===== src/rtl/uart_boot_loader_pkg.sv =====
// Shared types and constants for the UART boot loader.
// The CHECK state is always declared; it is only reachable when the
// design is built with LOADER_CHECKSUM_EN.
package uart_boot_pkg;

  typedef enum logic [2:0] {
    SEND_START,
    RECV_SIZE,
    RECV_DATA,
    CHECK,
    SEND_DONE,
    RUN,
    ERROR
  } boot_state_t;

  localparam logic [7:0] BOOT_START_BYTE = 8'h99;
  localparam logic [7:0] BOOT_DONE_BYTE  = 8'hAA;
  localparam logic [7:0] BOOT_NAK_BYTE   = 8'hEE;

  // Place a byte into one lane of a little-endian 32-bit word.
  function automatic logic [31:0] merge_lane(input logic [31:0] word,
                                             input logic [1:0]  lane,
                                             input logic [7:0]  data);
    logic [31:0] result;
    result = word;
    result[8*lane +: 8] = data;
    return result;
  endfunction

endpackage


===== src/rtl/uart_boot_loader_tx_issuer.sv =====
// Single-shot byte sender in front of UART_TX.
// A request is taken only while idle: UART_TX not busy, no strobe in
// flight and the guard cycle over. The guard covers the cycle after a
// strobe, before UART_TX has had a chance to raise tx_busy.
// Handshake: req is a level; a byte is issued in the cycle where
// req && idle, and the requester must treat that cycle as "accepted".
module uart_tx_issuer (
  input  logic       clk,
  input  logic       reset_n,
  input  logic       req,
  input  logic [7:0] req_byte,
  input  logic       tx_busy,
  output logic       tx_start,
  output logic [7:0] tx_sdata,
  output logic       idle
);

  logic guard;

  assign idle = !tx_busy && !guard && !tx_start;

  // One-cycle strobe with the byte latched, followed by one guard cycle.
  always_ff @(posedge clk) begin
    if (!reset_n) begin
      tx_start <= 1'b0;
      tx_sdata <= 8'h00;
      guard    <= 1'b0;
    end else begin
      guard    <= tx_start;
      tx_start <= req && idle;
      if (req && idle) begin
        tx_sdata <= req_byte;
      end
    end
  end

endmodule


===== src/rtl/uart_boot_loader.sv =====
// UART boot sequencer: announces itself with 0x99, receives a 4-byte
// little-endian program size and the program, writes it to instruction
// memory as 32-bit little-endian words, answers 0xAA and then releases
// the CPU and hands the UART pair over to it.
// Optional feature macro: LOADER_CHECKSUM_EN adds a trailing XOR checksum
// byte; a mismatch is answered with 0xEE and ends in ERROR.
module uart_boot_loader
  import uart_boot_pkg::*;
#(
  parameter int IMEM_ADDR_WIDTH   = 15,
  parameter int MAX_PROGRAM_BYTES = 131072
) (
  input  logic                       clk,
  input  logic                       reset_n,
  input  logic [7:0]                 rx_rdata,
  input  logic                       rx_rdata_ready,
  input  logic                       rx_ferr,
  output logic [7:0]                 tx_sdata,
  output logic                       tx_start,
  input  logic                       tx_busy,
  output logic                       imem_we,
  output logic [IMEM_ADDR_WIDTH-1:0] imem_addr,
  output logic [31:0]                imem_wdata,
  output logic                       cpu_reset_n,
  output logic                       boot_done,
  output logic                       boot_error,
  input  logic [7:0]                 cpu_tx_sdata,
  input  logic                       cpu_tx_start,
  output logic                       cpu_tx_busy,
  output logic                       cpu_rx_rdata_ready
);

  boot_state_t state;
  logic [1:0]  size_cnt;
  logic [31:0] size;
  logic [31:0] byte_cnt;
  logic [31:0] word_buf;
  logic        data_last;
  logic        tx_sent;

  logic        send_req;
  logic [7:0]  send_byte;
  logic        iss_start;
  logic [7:0]  iss_sdata;
  logic        iss_idle;
  logic [31:0] size_full;
  logic [31:0] lane_word;
  logic        last_byte;
  boot_state_t post_data;

`ifdef LOADER_CHECKSUM_EN
  logic [7:0]  csum;
  logic        nak_pend;
  assign post_data = CHECK;
`else
  assign post_data = SEND_DONE;
`endif

  uart_tx_issuer u_issuer (
    .clk      (clk),
    .reset_n  (reset_n),
    .req      (send_req),
    .req_byte (send_byte),
    .tx_busy  (tx_busy),
    .tx_start (iss_start),
    .tx_sdata (iss_sdata),
    .idle     (iss_idle)
  );

  // After boot the core owns the UART; boot_done is high exactly in RUN.
  assign tx_start           = boot_done ? cpu_tx_start : iss_start;
  assign tx_sdata           = boot_done ? cpu_tx_sdata : iss_sdata;
  assign cpu_tx_busy        = boot_done ? tx_busy : 1'b1;
  assign cpu_rx_rdata_ready = boot_done & rx_rdata_ready;

  // Which byte the loader wants to send in the current state, if any.
  always_comb begin
    send_req  = 1'b0;
    send_byte = BOOT_START_BYTE;
    case (state)
      SEND_START: send_req = !rx_ferr;
      SEND_DONE: begin
        send_req  = !tx_sent && !rx_ferr;
        send_byte = BOOT_DONE_BYTE;
      end
`ifdef LOADER_CHECKSUM_EN
      CHECK: begin
        send_req  = nak_pend && !rx_ferr;
        send_byte = BOOT_NAK_BYTE;
      end
`endif
      default: send_req = 1'b0;
    endcase
  end

  // Datapath helpers: completed size word, word with the incoming byte merged
  // into its lane, and whether the incoming byte is the final program byte.
  always_comb begin
    size_full = {rx_rdata, size[23:0]};
    lane_word = merge_lane(word_buf, byte_cnt[1:0], rx_rdata);
    last_byte = (byte_cnt + 32'd1) == size;
  end

  // Boot sequencer FSM with registered memory-write and status outputs.
  always_ff @(posedge clk) begin
    if (!reset_n) begin
      state       <= SEND_START;
      size_cnt    <= 2'd0;
      size        <= 32'd0;
      byte_cnt    <= 32'd0;
      word_buf    <= 32'd0;
      data_last   <= 1'b0;
      tx_sent     <= 1'b0;
      imem_we     <= 1'b0;
      imem_addr   <= '0;
      imem_wdata  <= 32'd0;
      cpu_reset_n <= 1'b0;
      boot_done   <= 1'b0;
      boot_error  <= 1'b0;
`ifdef LOADER_CHECKSUM_EN
      csum        <= 8'h00;
      nak_pend    <= 1'b0;
`endif
    end else begin
      imem_we <= 1'b0;
      if (rx_ferr && state != RUN && state != ERROR) begin
        state       <= ERROR;
        boot_error  <= 1'b1;
        cpu_reset_n <= 1'b0;
      end else begin
        case (state)
          SEND_START: begin
            if (iss_idle) begin
              state <= RECV_SIZE;
            end
          end
          RECV_SIZE: begin
            if (rx_rdata_ready) begin
              size[8*size_cnt +: 8] <= rx_rdata;
              size_cnt              <= size_cnt + 2'd1;
              if (size_cnt == 2'd3) begin
                if (size_full == 32'd0) begin
                  state <= post_data;
                end else if (size_full > 32'(MAX_PROGRAM_BYTES)) begin
                  state       <= ERROR;
                  boot_error  <= 1'b1;
                  cpu_reset_n <= 1'b0;
                end else begin
                  state <= RECV_DATA;
                end
              end
            end
          end
          RECV_DATA: begin
            if (data_last) begin
              // The final word write is on imem_we during this cycle.
              data_last <= 1'b0;
              state     <= post_data;
            end else if (rx_rdata_ready) begin
              byte_cnt <= byte_cnt + 32'd1;
`ifdef LOADER_CHECKSUM_EN
              csum     <= csum ^ rx_rdata;
`endif
              if (byte_cnt[1:0] == 2'd3 || last_byte) begin
                imem_we    <= 1'b1;
                imem_addr  <= byte_cnt[IMEM_ADDR_WIDTH+1:2];
                imem_wdata <= lane_word;
                word_buf   <= 32'd0;
              end else begin
                word_buf <= lane_word;
              end
              if (last_byte) begin
                data_last <= 1'b1;
              end
            end
          end
`ifdef LOADER_CHECKSUM_EN
          CHECK: begin
            if (nak_pend) begin
              if (iss_idle) begin
                nak_pend    <= 1'b0;
                state       <= ERROR;
                boot_error  <= 1'b1;
                cpu_reset_n <= 1'b0;
              end
            end else if (rx_rdata_ready) begin
              if (rx_rdata == csum) begin
                state <= SEND_DONE;
              end else begin
                nak_pend <= 1'b1;
              end
            end
          end
`endif
          SEND_DONE: begin
            if (!tx_sent) begin
              if (iss_idle) begin
                tx_sent <= 1'b1;
              end
            end else if (iss_idle) begin
              state       <= RUN;
              boot_done   <= 1'b1;
              cpu_reset_n <= 1'b1;
            end
          end
          default: begin
            // RUN and ERROR hold until reset.
            state <= state;
          end
        endcase
      end
    end
  end

endmodule

===== config.mk =====
export PLATFORM = sky130hd
export DESIGN_NAME = uart_boot_loader
export DESIGN_NICKNAME = d
export VERILOG_FILES = /design/src/rtl/uart_boot_loader_pkg.sv /design/src/rtl/uart_boot_loader_tx_issuer.sv /design/src/rtl/uart_boot_loader.sv
export SDC_FILE = /design/constraint.sdc
export NUM_CORES = 1
export LEC_CHECK = 0
export CAP_MARGIN = 20
export CORE_ASPECT_RATIO = 0.5
export CORE_MARGIN = 2
export CORE_UTILIZATION = 28
export DETAILED_ROUTE_END_ITERATION = 8
export GPL_TIMING_DRIVEN = 0
export HOLD_SLACK_MARGIN = 0.12
export PLACE_DENSITY = 0.59
export SETUP_SLACK_MARGIN = 0.02
export SYNTH_ARGS = -nofsm -noshare
export SYNTH_HDL_FRONTEND = slang
export SYNTH_SLANG_ARGS = --single-unit

===== constraint.sdc =====
create_clock -name clk -period 2.93 [get_ports clk]
set_clock_uncertainty 0.2 [all_clocks]
set_input_delay 0.586 -clock clk [delete_from_list [all_inputs] [get_ports clk]]
set_output_delay 0.586 -clock clk [all_outputs]
set_load 0.01 [all_outputs]

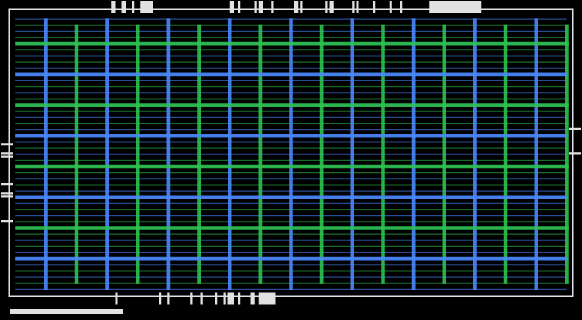
**Above:** run 1 (supply network).
Scale bar: 50 um. Pins as bars on the die edge.
color	net
green	VDD
blue	VSS
signal pins	84
met1 rails	45
rows	44
met5 straps	8
core box area: 29200 um2
largest voltage drop on the vdd net: 0.000330 V

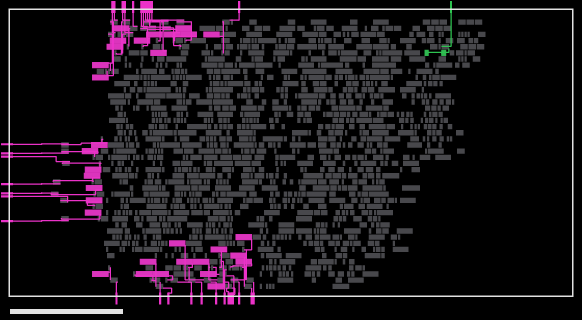
**Above:** run 1 (wires at chosen ports, followed through buffers).
Scale bar: 50 um.
color	port	bits	direction	edge	end cells	buffers	wire
green	tx_busy	1	input	top	2	1	31.2 um
magenta	imem_wdata	32	output	13 bottom, 12 top, 7 left	32	32	947 um
quantity of I/O buffers inserted on ports: 74
num ports: 84

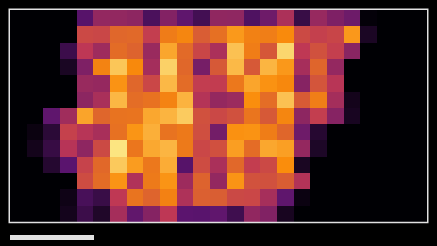
**Above:** run 1 (cell density map).
Scale bar: 50 um. The die is cut into 25 by 13 equal tiles; black is low, pale yellow is high, 0 to 100% covered.
fullest tile	94%
nearly empty tiles	33%
tiles over 75% full	12%
emptiest ninth of the die	lower right
Core Util, Final: 39.5%
Initial Utilization: 28.7%

==> flow_summary.yaml, run 1 <==
# physical design summary
status:
  status: "complete, but fails checks"
  violations: "setup timing"
layout:
  combGateArea_um2: 5040
  flop-count: 159
detailed_routing:
  drt-met1-wl_mm: 12.5
  met3WireLength_mm: 1.53
  detailroute.via_count: 8346
  met2_wirelength_mm: 13.1
  uppermost_routed_layer: "met4"
synth:
  mux_share_pct: 6.22
  edff_count_synth: 0
  post_synth_and_or_nand_nor_area_fraction_pct: 27.2
clocking:
  root_buffer: "clkbuf_16"
  cts_hold_buf: 0
  clock_tree_from_tritoncts: "done"
timing:
  final_max_slew_viol_count: 0
  final-setup-viol-count: 81
  setup_slack_ns: -0.231
setup_path:
  crit_slowest_cell: "or4_4"
floorplanning:
  die.size.x_um: 249
global_route:
  grt_use_met1_pct: 22.0
run 1: registers in the layout, summed over array words and instances, names as in the netlist, 2 cells and up:
signal             count
state                  3
imem_addr             15
imem_wdata            32
size                  32
u_issuer.tx_sdata      3
byte_cnt              32
word_buf              32
size_cnt               2
run 1: where the power goes:
group / switching [W] / internal, W / leakage [nW] / total [W]
combinational: 0.000295 / 0.000178 / 2.59 / 0.000473
clock: 0.000956 / 0.00142 / 0.301 / 0.00237
sequential: 0.0000188 / 0.00218 / 1.29 / 0.00220
total: 0.00127 / 0.00378 / 4.18 / 0.00505
run 1: cells by family after synthesis:
logic type      after synthesis
simple gates                501
compound gates              198
flops                       159
buf+inv                     119
xor+xnor                     69
mux                          52
fa+ha+maj                    12
==> run 2, diff against run 1 <==
DONT_BUFFER_PORTS = 1   (was not set)
HOLD_SLACK_MARGIN = 0.1   (was 0.12)
PLACE_DENSITY = 0.55   (was 0.59)
SLEW_MARGIN = 20   (was not set)
==> run 2 against run 1 <==
  * Power fell by 6.0%
  * Largest cell class unchanged
  * Register-to-register slack lost 0.12 ns
  * Area after synthesis did not move
  * Critical path type unchanged
  * Synthesized cell count unchanged
  * Maximum frequency is 3.8% lower
  * Worst hold slack got worse by 0.017 ns
  * The run still ends with setup timing left
  * Highest routed layer unchanged
  * Global-route usage shrank 0.059 points
  * Non-clock buffer count fell by 90
==> flow_summary.yaml, run 2 <==
# physical design summary
status:
  status: "complete, but fails checks"
  violations: "setup timing"
layout:
  final_layout_top_logic_cell: "nand2_1"
  combGateArea_um2: 4990
power_and_ir_drop:
  irDropWorstVdd_v: 0.000270
  pwr.group.sequential_w: 0.00220
  clock_net_power_w: 0.00215
  power_switching_w: 0.00122
  switching_share_pct: 25.7
  logic_pwr_share_pct: 8.4
  share_clk_of_total_power_pct: 45.2
  powerComb_w: 0.000397
  dominant_power_group: "registers"
  intPower_w: 0.00353
timing:
  final_max_slew_viol_count: 0
  final-setup-viol-count: 81
  setup_slack_ns: -0.355
floorplanning:
  fp-utilization_pct: 28.7
  die.size.x_um: 249
  core_area_um2: 29200
detailed_routing:
  drt-met1-wl_mm: 12.3
  met3WireLength_mm: 1.33
  uppermost_routed_layer: "met4"
  via_per_inst: 5.04
  met2_wirelength_mm: 12.9
synth:
  netlist.top_cell.by_area: "dfxtp_1"
  mux_share_pct: 6.22
  post_synth_and_or_nand_nor_area_fraction_pct: 27.2
  yosysChipArea_um2: 8390
clocking:
  cts_hold_buf: 0
setup_path:
  crit_path_max_fanout: 7
  crit_slowest_cell: "or4_4"
placement:
  port-buffer-count: 0
global_route:
  grt_use_met1_pct: 21.6
-- run 2: path summary, 6_finish.rpt --
| kind | from | endpoint | slack, ns | cells past startpoint |
|---|---|---|---|---|
| worst min register to register | word_buf[23] | word_buf[23] | 0.26 | 2 |
| worst max register to register | byte_cnt[4] | imem_wdata[22] | -0.36 | 13 |
| worst min-delay path | rx_ferr | boot_error | 0.24 | 3 |
| worst max-delay path | byte_cnt[4] | imem_wdata[22] | -0.36 | 13 |
-- run 2: cells by family after synthesis --
group	Yosys count
xor gates and xnor gates	69
and+or+nand+nor	501
adders and majority gates	12
DFF	159
AOI/OAI and AO/OA	198
buffers and inverters	119
muxes	52
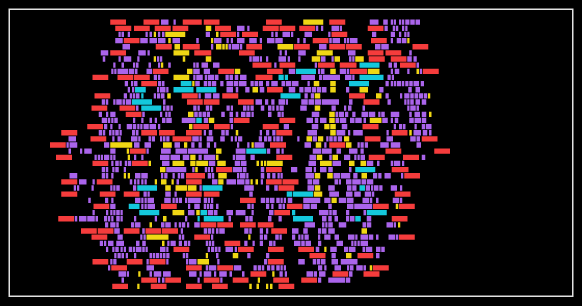
**Above:** run 2 (cells colored by class).
color	class	cells	share of their area
yellow	remaining buffers and delay cells	123	9.8%
red	registers	159	33%
cyan	clock drivers and dummy loads	31	5.7%
purple	remaining logic cells	870	52%
Cell Rows: 44
flip-flop and latch share of the layout cell area: 31.0%
Core Util, Final: 35.4%
final standard cell area without fillers: 10400 um2

Power figures rest on the tool's default switching activity, not on a simulated workload.
